Design m_irqcapture, sky130hd; sources not shown.
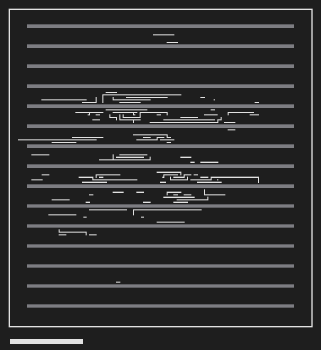
(images/met1.png)
The bar under the picture is 10 um long. Supply wires on this layer in gray.
- longest straight run: 10.6 um
- share of all routed wire: 43%
DRT Wirelength: 571 um
global-route track usage on met1: 0.121
via count: 276

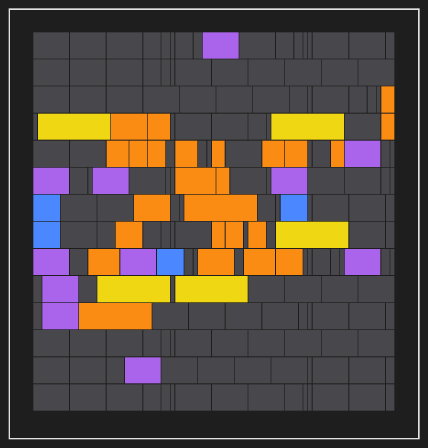
(images/cell_classes.png)
Fill, decap, tap and diode cells in gray.
- orange: all other logic (cells 25; share of their area 44%)
- yellow: flip-flops (cells 5; share of their area 23%)
- blue: clock drivers and dummy loads (cells 4; share of their area 7.0%)
- purple: other buffers and delay cells (cells 11; share of their area 26%)
fin area: 448 sq um
Util after Layout: 0.324
Core ar.: 1380 sq um

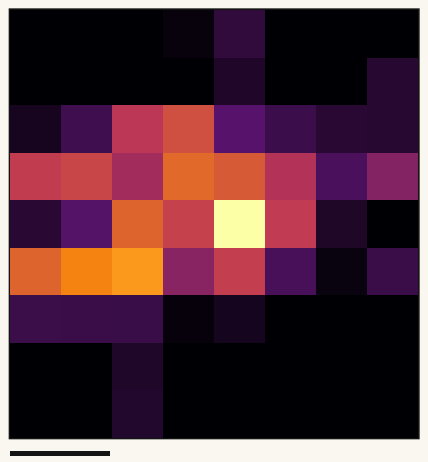
(images/wire_density.png)
The bar under the picture is 10 um long. 8 x 9 tiles, from black (low) to pale yellow (high), scaled to the fullest tile. Values are wire area over tile area, all layers added.
- densest ninth of the die: middle
- tiles over half the peak: 18%
- fullest tile: 0.31
- emptiest ninth of the die: bottom right
- nearly empty tiles: 44%
- mean over tiles: 0.057
Total Routing Usage GR: 0.0927
drt wl/cell: 9.36 um

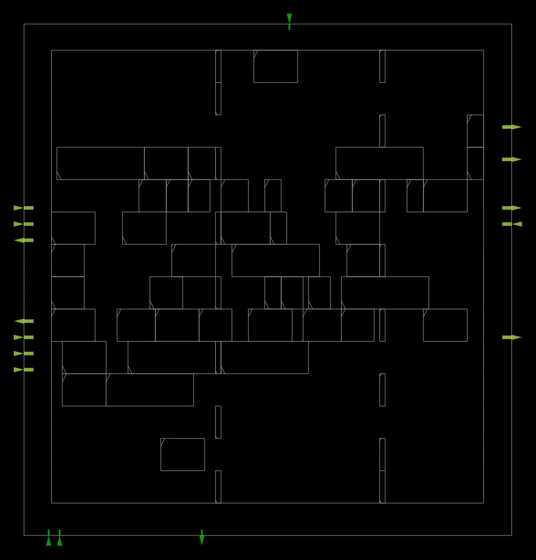
(images/final_placement.png)
# Taps: 16
FF+latch count: 5
Layout Cells excl Fill: 61

==> results.toml <==
# yosys + openroad results
[outcome]
status = "finished clean"

[global_routing]
grt_max_degree = 8
use_met3 = 0.110
antenna_found_initial = 0
overflow = 0
gr-max-usage-layer = "met1"
grt_pass1_vias = 242

[yosys]
synthArstFlopShare = 0
synth-edff-count = 0
top_area_cell = "dfxtp_1"
syn_inst = 31
synth.distinct_cells = 24
ys_sh_simple = 0.347
synth.comb.largest_family = "simple AND/OR/NAND/NOR gates"
top_cells_by_count = "5 x dfxtp_1, 2 x buf_4, 2 x inv_1, 2 x o21ai_0"
top_cell = "dfxtp_1"
ys_cells = 31
synth.area.mux_share = 0
ys_sh_aoi = 0.163
ys_sh_adder = 0.0669

[drt]
met1_length_um = 247
met2_length_um = 237
drt-initial-drc-count = 9
drc_errors = 0
routed-wl-met3_um = 86
first_pass_iters = 2

[sta]
hold_viol_final = 0
post-route-period-util = 0.496
drv_slew = 0
min_period_ns = 2.23
finalSetupViolCount = 0
tightest_slew_ns = 0.504
rsz0062_at_grt = "false"
relSlewSlack = 0.663

[cells_and_area]
nonClkBufAreaFrac = 0.246
largest_reg_flops = 3
seqCellArea_sq_um = 100
inverters_excl_clock = 2
final_nets = 56
layout_top_cell = "clkdlybuf4s50_1"
drive_gt1_frac = 0.156
antenna_cells = 0
buffers = 11
n_multi_input_combinational_cell = 23
n_fill_cell = 139

[placed_design]
place_congestion = 0.718
port_buffers = 11
dp_slack_ns = 2.03

[worst_setup_path]
worstSetupPathType = "input port to register"
worstSetupPathDepth = 6
r2r_setup_slack_ns = 2.63
slowest_delay_ns = 0.45
crit_chain = "clkdlybuf4s50_1 > nand3b_4 > nand2_1 > fa_1 > or3_1 > a41o_1"
critPathRequiredTime_ns = 4.48
worst-path-buf-inv = 1
cpLargestDelayFamily = "simple AND/OR/NAND/NOR gates"
path_max_fanout = 7

[cts]
cts_buffers = 3
cts_setup_buffers = 0
cts.sinks = 5
worstSkewPairLatency_ns = 0.24
cts_root_buf = "clkbuf_4"
h-tree-depth = 1
clk_pin_slew_worst_paths_ns = 0.04
hold_buffers = 0
cts-resized-gates = 0

[pwr]
finalPower_uw = 156
power_density_nw_per_um2 = 348
p_leak_uw = 0.000192
peakVddDrop_mv = 0.181

[flow_run]
warning_count = 28
maxCapViolCount = 0

[floorplan]
die-area_sq_um = 1760
die_w_um = 41

[min_path]
min_path_cells = 1
==> through the flow <==
stage | cell area (sq um) | cells | hold WS, ns
5_1_grt | 448 | 61 | 0.431
2_1_floorplan | 303 | 32 | 0.422
4_1_cts | 448 | 61 | 0.417
3_3_place_gp | 418 | 57 | 0.416
3_5_place_dp | 418 | 57 | 0.410
6_report | 448 | 61 | 0.412
==> power breakdown <==
group | internal (uW) | total (uW) | switching (uW) | leakage (uW)
logic | 18.2 | 43.2 | 24.9 | 0.000133
registers | 48.2 | 53.3 | 5.17 | 0.0000410
clock network | 39.6 | 59.3 | 19.7 | 0.0000184
==> worst register-to-register path: stages (launching register included) <==
cell	delay [ns]
dfxtp_1	0.33
nand3b_4	0.11
nand2_1	0.11
fa_1	0.42
or3_1	0.38
a41o_1	0.24
Power figures rest on the tool's default switching activity, not on a simulated workload.
